File: src/rtl/pattern_gen_stream.sv
// Test-pattern generator: one NUM_LINES x LINE_LEN frame per start on a valid/ready stream.
// Optional PRBS mode (mode 5) is built only when PATGEN_PRBS_EN is defined.
module pattern_gen_stream #(
    parameter int PIX_W     = 12,
    parameter int LINE_LEN  = 1290,
    parameter int NUM_LINES = 24,
    parameter int HBLANK    = 0
) (
    input  logic             clk,
    input  logic             rst_n,
    input  logic             start,
    input  logic             abort,
    input  logic [2:0]       mode,
    input  logic [PIX_W-1:0] const_val,
    input  logic [2:0]       cb_log2,
    input  logic             cb_inv,
    input  logic [PIX_W-1:0] ramp_dx,
    input  logic [PIX_W-1:0] ramp_dy,
    output logic             m_valid,
    input  logic             m_ready,
    output logic [PIX_W-1:0] m_data,
    output logic             m_sof,
    output logic             m_eol,
    output logic             m_eof,
    output logic             busy,
    output logic             done,
    output logic             cfg_err
);

    localparam int XW  = $clog2(LINE_LEN);
    localparam int YW  = $clog2(NUM_LINES);
    localparam int HBW = $clog2(HBLANK + 2);
    localparam logic [XW-1:0]  X_LAST  = XW'(LINE_LEN - 1);
    localparam logic [YW-1:0]  Y_LAST  = YW'(NUM_LINES - 1);
    localparam logic [HBW-1:0] HB_LAST = HBW'((HBLANK > 0) ? HBLANK - 1 : 0);

    typedef enum logic [1:0] {S_IDLE, S_ACTIVE, S_HBLANK} state_t;
    typedef enum logic [2:0] {
        M_NONE = 3'd0, M_GRAY = 3'd1, M_CONST = 3'd2, M_CHECKER = 3'd3, M_RAMP = 3'd4, M_PRBS = 3'd5
    } mode_t;

    state_t           state_q, state_d;
    logic [XW-1:0]    x_q, x_d;
    logic [YW-1:0]    y_q, y_d;
    logic [HBW-1:0]   hb_q, hb_d;
    logic [PIX_W-1:0] base_q, base_d, ramp_q, ramp_d;
    logic             done_q, done_d, err_q, err_d;
    mode_t            mode_q;
    logic [PIX_W-1:0] cval_q, dx_q, dy_q;
    logic [2:0]       cbl_q;
    logic             cbi_q;
    logic             mode_ok, load, xfer, x_last, y_last, cb_bit;
    logic [PIX_W-1:0] pix;

    always_comb begin
`ifdef PATGEN_PRBS_EN
        mode_ok = mode inside {3'd1, 3'd2, 3'd3, 3'd4, 3'd5};
`else
        mode_ok = mode inside {3'd1, 3'd2, 3'd3, 3'd4};
`endif
        x_last  = (x_q == X_LAST);
        y_last  = (y_q == Y_LAST);
        xfer    = (state_q == S_ACTIVE) && m_ready && !abort;
    end

    always_comb begin
        state_d = state_q;
        x_d     = x_q;
        y_d     = y_q;
        hb_d    = hb_q;
        base_d  = base_q;
        ramp_d  = ramp_q;
        done_d  = 1'b0;
        err_d   = 1'b0;
        load    = 1'b0;
        if (abort) begin
            state_d = S_IDLE;
        end else begin
            case (state_q)
                S_IDLE: begin
                    if (start && mode_ok) begin
                        state_d = S_ACTIVE;
                        load    = 1'b1;
                        x_d     = '0;
                        y_d     = '0;
                        base_d  = '0;
                        ramp_d  = '0;
                    end else if (start) begin
                        err_d = 1'b1;
                    end
                end
                S_ACTIVE: begin
                    if (m_ready) begin
                        if (x_last) begin
                            x_d = '0;
                            if (y_last) begin
                                state_d = S_IDLE;
                                done_d  = 1'b1;
                            end else begin
                                // Ramp line base moves by dy; pixel accumulator restarts from the new base.
                                y_d    = y_q + 1'b1;
                                base_d = base_q + dy_q;
                                ramp_d = base_q + dy_q;
                                if (HBLANK > 0) begin
                                    state_d = S_HBLANK;
                                    hb_d    = HB_LAST;
                                end
                            end
                        end else begin
                            x_d    = x_q + 1'b1;
                            ramp_d = ramp_q + dx_q;
                        end
                    end
                end
                S_HBLANK: begin
                    if (hb_q == '0) state_d = S_ACTIVE;
                    else            hb_d    = hb_q - 1'b1;
                end
                default: state_d = S_IDLE;
            endcase
        end
    end

    always_ff @(posedge clk or negedge rst_n) begin
        if (!rst_n) begin
            state_q <= S_IDLE;
            x_q     <= '0;
            y_q     <= '0;
            hb_q    <= '0;
            base_q  <= '0;
            ramp_q  <= '0;
            done_q  <= 1'b0;
            err_q   <= 1'b0;
            mode_q  <= M_NONE;
            cval_q  <= '0;
            dx_q    <= '0;
            dy_q    <= '0;
            cbl_q   <= '0;
            cbi_q   <= 1'b0;
        end else begin
            state_q <= state_d;
            x_q     <= x_d;
            y_q     <= y_d;
            hb_q    <= hb_d;
            base_q  <= base_d;
            ramp_q  <= ramp_d;
            done_q  <= done_d;
            err_q   <= err_d;
            if (load) begin
                mode_q <= mode_t'(mode);
                cval_q <= const_val;
                dx_q   <= ramp_dx;
                dy_q   <= ramp_dy;
                cbl_q  <= cb_log2;
                cbi_q  <= cb_inv;
            end
        end
    end

`ifdef PATGEN_PRBS_EN
    logic [15:0] lfsr_q;
    always_ff @(posedge clk or negedge rst_n) begin
        if (!rst_n)    lfsr_q <= 16'hACE1;
        else if (load) lfsr_q <= 16'hACE1;
        else if (xfer) lfsr_q <= {lfsr_q[14:0], lfsr_q[15] ^ lfsr_q[13] ^ lfsr_q[12] ^ lfsr_q[10]};
    end
`endif

    always_comb begin
        cb_bit = 1'(x_q >> cbl_q) ^ 1'(y_q >> cbl_q) ^ cbi_q;
        pix    = '0;
        case (mode_q)
            M_GRAY:    pix = PIX_W'(x_q ^ (x_q >> 1));
            M_CONST:   pix = cval_q;
            M_CHECKER: pix = {PIX_W{cb_bit}};
            M_RAMP:    pix = ramp_q;
`ifdef PATGEN_PRBS_EN
            M_PRBS:    pix = lfsr_q[PIX_W-1:0];
`endif
            default:   pix = '0;
        endcase
    end

    assign m_valid = (state_q == S_ACTIVE);
    assign m_data  = m_valid ? pix : '0;
    assign m_sof   = m_valid && (x_q == '0) && (y_q == '0);
    assign m_eol   = m_valid && x_last;
    assign m_eof   = m_valid && x_last && y_last;
    assign busy    = (state_q != S_IDLE);
    assign done    = done_q;
    assign cfg_err = err_q;

endmodule

File: config.mk
export PLATFORM = sky130hd
export DESIGN_NAME = pattern_gen_stream
export DESIGN_NICKNAME = d
export VERILOG_FILES = /design/src/rtl/pattern_gen_stream.sv
export SDC_FILE = /design/constraint.sdc
export NUM_CORES = 1
export LEC_CHECK = 0
export CORE_ASPECT_RATIO = 0.7
export CORE_MARGIN = 10
export CORE_UTILIZATION = 43
export CTS_CLUSTER_SIZE = 14
export DETAILED_ROUTE_END_ITERATION = 8
export PLACE_DENSITY_LB_ADDON = 0.12
export SYNTH_ARGS = -nofsm -noshare
export SYNTH_HDL_FRONTEND = slang
export SYNTH_SLANG_ARGS = --single-unit
File: constraint.sdc
create_clock -name clk -period 2.5 [get_ports clk]
set_input_delay 0.25 -clock clk [delete_from_list [all_inputs] [get_ports clk]]
set_output_delay 0.25 -clock clk [all_outputs]
set_load 0.02 [all_outputs]
run_1/congestion.png
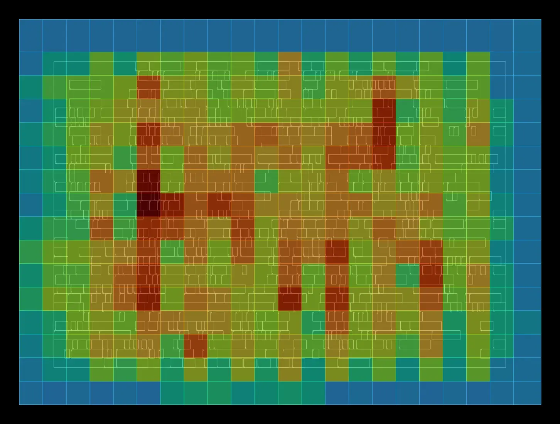
final core occ: 57.7%
GR Util All Layers: 18.0%
grt met1 use: 25.8%

run_1/power_grid.png
Scale bar: 50 um. Pins as bars on the die edge.
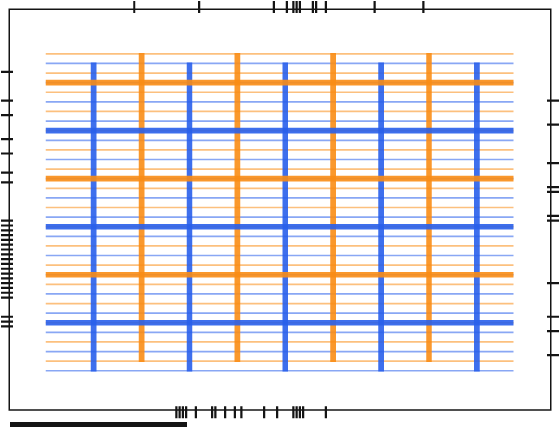
Key: VDD = orange; VSS = blue
The core has 33 rows. 34 met1 rails follow the rows.

==> results.txt, run 1 <==
run metrics: clock transition at the registers of the reported paths about 0.060 ns, Top FF cell, synth dfrtp_1, Slew Limit Fails 0, final setup margin -0.210 ns, run status finished with violations, synthesized instance count about 610, area fraction in compound gates 16.5%, DR vias ~4700, clk buf depth 2, Die ar. ~17000 um2, Synth Register Bits ~86, first-pass GRT wire length 25.7 mm, cells in synth_stat.txt slightly above 600, CP arrival roughly 2.5 ns, R2R Path End ramp_q[11]$_DFFE_PN0P_, share of layout cells above drive strength 1 around 14%, MUX area fraction around 2.6%, RD Place Congestion around 0.94, minimum clock period about 2.7 ns, CP endpoint kind output port, commonest cells in the netlist nand2_1, dfrtp_1, o21ai_0, ha_1, nor2_1, Achievable Freq ~0.37 GHz, antenna violations before repair 0, part of the cycle the worst path needs 108%, largest area contributor in the netlist dfrtp_1, fp util around 45%, Routed Antenna Nets 0, XOR/XNOR Area Share 5.20%, CTS tree yes, violated checks setup timing, Yosys cell types roughly 55, Yosys warnings 0, synthesis-to-layout area growth 29.0%, DR DRC count 0, WP data required ~2.3 ns, Seq share, synth 40.5%, Iter 0 DRT Violations 328, PD cells around 750 nW/um2, Yosys chip area around 5300 um2, Final setup viols 12, vias in the first global route 4835, Hold Worst Slack between 0.3 and 0.4 ns, Top cell area share between 40% and 50%, Buffers on Ports roughly 66, Setup Crit Path Kind reg2out, count of tool warnings 37, Post-synth ARST share 100%, simple share between 20% and 30%
run_1/clk_routes.png
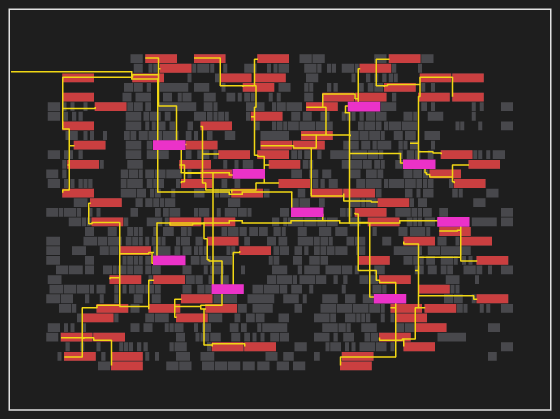
Key: clock drivers = magenta [count 9]; clock wires = yellow [length 1210 um]; flip-flops = red [count 86]
There are 10 routed clock nets.
Clk pwr share: 27.2%
clk latency late pin: 0.35 ns

run_1/placement_by_type.png
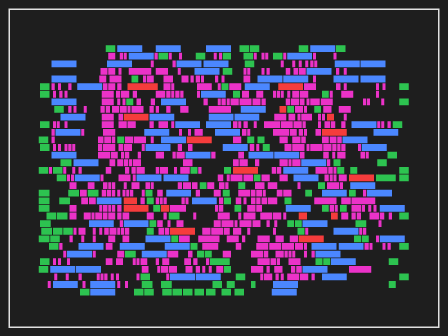
Key: clock drivers and dummy loads = red [cells 16, share of their area 4.6%]; other buffers and delay cells = green [cells 118, share of their area 16%]; flops = blue [cells 86, share of their area 32%]; combinational and other logic = magenta [cells 497, share of their area 47%]
cell area after layout: 6860 um2
Core Area: 11900 um2
Seq area share: 31.4%
Rows: 33

==> run 1: report_power, final <==
part / internal [mW] / total, mW / switching, mW / leakage (nW)
Clock: 0.807 / 1.40 / 0.591 / 0.141
Combinational: 0.818 / 1.83 / 1.01 / 2.02
Sequential: 1.66 / 1.91 / 0.246 / 1.12
Total: 3.29 / 5.13 / 1.85 / 3.28
==> run 1: routing by layer <==
layer | up-vias | track usage (%) | wire, um
met4 | 0 | 5.32 | 205
met1 | 2210 | 25.8 | 7580
met3 | 20 | 4.46 | 1060
met2 | 162 | 26.2 | 6420
li1 | 2321 | - | -
met5 | - | 0 | 0
==> run 1: cell type report <==
cell class / instances / area, um2
Clock buffer: 10 / 239
Clock inverter: 6 / 70.1
Fill cell: 1070 / 5030
Inverter: 21 / 78.8
Multi-Input combinational cell: 476 / 3030
Sequential cell: 86 / 2150
Tap cell: 157 / 196
Timing Repair Buffer: 118 / 1100
==> run 1: through the flow <==
stage / setup TNS [ns] / worst slack (ns) / power [mW]
6_report: -1.67 / -0.210 / 5.13
5_1_grt: -3.08 / -0.338 / 5.48
4_1_cts: -1.51 / -0.198 / 5.11
3_5_place_dp: -4.35 / -0.379 / 3.66
3_3_place_gp: -3.66 / -0.305 / 3.59
2_1_floorplan: 0 / 0.164 / 2.98
==> run 1: state kept, by name, indices dropped and copies added (netlist names), 3 cells and up <==
signal	count
ramp_q	12
dx_q	12
base_q	12
cval_q	12
dy_q	12
mode_q	3
y_q	5
x_q	11
cbl_q	3
==> run 1: layout by cell type, fill, tap and decap left out, types with 9 or more instances in the layout <==
master and count:
o21ai_0 43, buf_6 16, xor2_1 13, o21a_1 16
buf_4 46, clkbuf_16 9, a22oi_1 11, xnor2_1 14
ha_1 40, nand2_1 171, clkdlybuf4s50_1 50, dfrtp_1 86
inv_1 21, a21oi_1 11, nor2_1 32, nand3_1 14
==> run 1: critical path, cell delays in order (launching register included) <==
cell and delay, ns:
dfrtp_1 0.39, mux4_2 0.52, mux2i_1 0.17, xnor3_2 0.33
nor3_4 0.21, buf_6 0.16, buf_6 0.09, o21a_1 0.13
buf_6 0.12
==> run 1: timing repair <==
action,4_1_cts,5_1_grt
hold buffers,1,0
gates cloned,1,0
endpoints found under the hold margin,33,0
setup endpoints to repair,18,20
pin swaps,14,3
buffers inserted,1,2
resized,87,14
==> run 1: worst max path at each step <==
stage                          start                endpoint  slack, ns  cells after the start
3_3_place_gp    cbl_q[2]$_DFFE_PN0P_               m_data[7]      -0.30                      7
2_1_floorplan  base_q[0]$_DFFE_PN0P_  ramp_q[10]$_DFFE_PN0P_       0.16                      8
4_1_cts         cbl_q[2]$_DFFE_PN0P_               m_data[7]      -0.20                      8
3_5_place_dp    cbl_q[2]$_DFFE_PN0P_               m_data[3]      -0.38                      7
6_report        cbl_q[0]$_DFFE_PN0P_               m_data[7]      -0.21                      8
5_1_grt         cbl_q[0]$_DFFE_PN0P_               m_data[7]      -0.34                      8
## Run 2: what changed since run 1
- CORE_MARGIN: 10 -> 2
run_2/placement_by_type.png
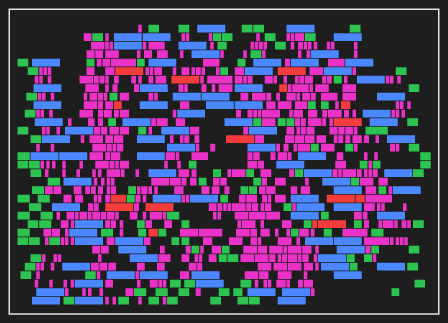
final core occ: 57.9%
Seq area share: 31.2%
cell area after layout: 6890 um2

run_2/clk_routes.png
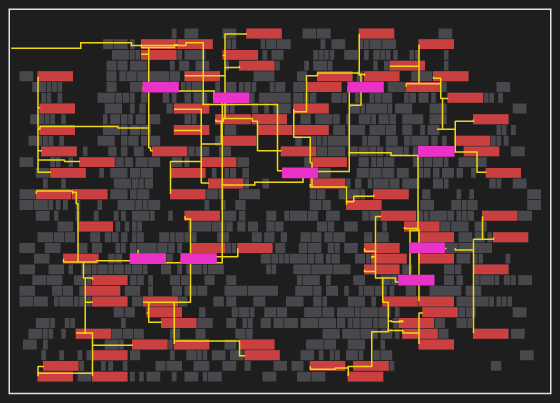
Key: clock drivers = magenta [count 9]; flip-flops = red [count 86]; clock wires = yellow [length 1120 um]
There are 10 routed clock nets.

==> run 2 against run 1 <==
- the flow still finishes with violations (setup timing)
- setup slack improved by 0.092 ns
- critical path depth increased by 1
- worst hold slack improved by 0.023 ns
- first-iteration DRC count increased by 2.4%
- non-clock buffer count increased by 3
- via count increased by 1.0%
- utilization increased by 0.20 points
- cell area increased by 0.35%
- global-route usage increased by 5.1 points
- clock skew increased by 0.0012 ns
- die area decreased by 23%
- critical endpoint is now m_data[4]
==> results.txt, run 2 <==
run metrics: run status finished with violations, violated checks setup timing, Rows 33 (unchanged), worst-path cell chain buf_6 > mux2i_1 > o21ai_1 > o21ai_1 > xnor3_2 > nor3_4 > buf_6 > o21a_1 > buf_6, Final setup viols 12 (unchanged), Slew Limit Fails 0 (unchanged), Top cell area share 40.5% (unchanged), Core Area 11900 um2 (unchanged), final setup margin -0.118 ns (+0.0921 ns), delay-heaviest family, CP XOR/XNOR gates, DR vias 4762 (+1.0%), CTS tree yes, worst path bufs/invs 3 (unchanged), Flop area 2150 um2 (unchanged), DP Worst Slack -0.376 ns (+0.00266 ns), Achievable Freq 0.382 GHz (+3.5%), CP endpoint kind output port, CP arrival 2.37 ns (-0.09 ns), most numerous logic cell after layout nand2_1, most common logic cells in the final layout nand2_1, dfrtp_1, buf_4, clkdlybuf4s50_1, o21ai_0, Seq share, synth 40.5% (unchanged), Buffers on Ports 66 (unchanged), Top FF cell, synth dfrtp_1, part of the cycle the worst path needs 105% (-3.7 points), count of tool warnings 37 (unchanged), fp util 44.7% (unchanged), Critical Path Most Common Cell buf_6, share of layout cells above drive strength 1 15.0% (+1.1 points), Iter 0 DRT Violations 336 (+2.4%), minimum clock period 2.62 ns (-0.0921 ns), GR Util All Layers 23.1% (+5.1 points), Hold Worst Slack 0.414 ns (+0.0229 ns), PD cells 736 nW/um2 (-1.6%), clk buf depth 2 (unchanged), synthesized instance count 611 (unchanged), highest-delay cell along the critical path xnor3_2, logic area 3070 um2 (+1.2%), Filler cells 1038 (-3.0%), Yosys warnings 0 (unchanged), antenna violations before repair 0 (unchanged), Crit path largest cell delay 0.43 ns (-0.09 ns), Yosys chip area 5320 um2 (unchanged), Final TNS setup -1.28 ns (+0.391 ns), DR DRC count 0 (unchanged), first-pass GRT wire length 23.8 mm (-7.2%)
run 2: cell counts after synthesis:
No cell type changed its count.
run 2: path summary, 6_finish.rpt:
| path | start | end | slack, ns | cells after the start |
|---|---|---|---|---|
| worst max-delay path | cbl_q[0]$_DFFE_PN0P_ | m_data[4] | -0.12 | 9 |
| worst min-delay path | rst_n | x_q[3]$_DFFE_PN0P_ | 0.41 | 2 |
| worst max register to register | base_q[0]$_DFFE_PN0P_ | ramp_q[10]$_DFFE_PN0P_ | 0.11 | 9 |
| worst min register to register | dx_q[7]$_DFFE_PN0P_ | dx_q[7]$_DFFE_PN0P_ | 0.48 | 2 |
| max in group asynchronous | rst_n | state_q[0]$_DFFE_PN0P_ | 1.45 | 3 |
| min in group clk | ramp_dy[0] | dy_q[0]$_DFFE_PN0P_ | 0.42 | 3 |
run 2: power by group:
part | internal (mW) | switching, mW | leakage [nW]
Clock | 0.705 | 0.576 | 0.135
Sequential | 1.66 | 0.247 | 1.12
Combinational | 0.841 | 1.03 | 2.03
run 2: layer usage:
metal	global-route usage (%)	part of all wire, %
met1	36.3	51
met2	31.9	42
met3	4.49	5.5
met4	6.82	1.4
met5	0	0
run 2: metrics by stage:
step | std cells | total power [mW]
after floorplan | 611 | 2.98
after global placement | 855 | 3.59
after detailed placement | 855 | 3.65
after CTS | 873 | 4.99
after global routing | 877 | 5.41
final | 877 | 5.07
run 2: repair_timing:
action / 4_1_cts / 5_1_grt
pin swaps: 15 / 10
gates resized: 86 / 19
buffers inserted: 0 / 4
cloned: 1 / 0
endpoints found under the setup margin: 19 / 19
hold endpoints to repair: 32 / 0
hold buffers: 1 / 0
run 2: logic make-up (layout without fill, tap and decap cells):
| logic type | after synthesis | in the layout | synth area share [%] |
|---|---|---|---|
| AOI/OAI and AO/OA | 132 | 132 | 16.5 |
| xor gates and xnor gates | 30 | 30 | 5.20 |
| adders and majority gates | 43 | 43 | 10.4 |
| buffers and inverters | 49 | 158 | 3.72 |
| DFF | 86 | 86 | 40.5 |
| muxes | 11 | 11 | 2.59 |
| and+or+nand+nor | 260 | 260 | 21.2 |
run 2: area by class of cell:
cell class	instances	share of cell area [%]
clock buffers	10	3.47
clock inverters	6	0.672
inverters	21	1.14
multi-input cells	476	44.5
flip-flops and latches	86	31.2
well taps	157	2.85
repair buffers	121	16.1
Power and IR drop assume default switching activity.
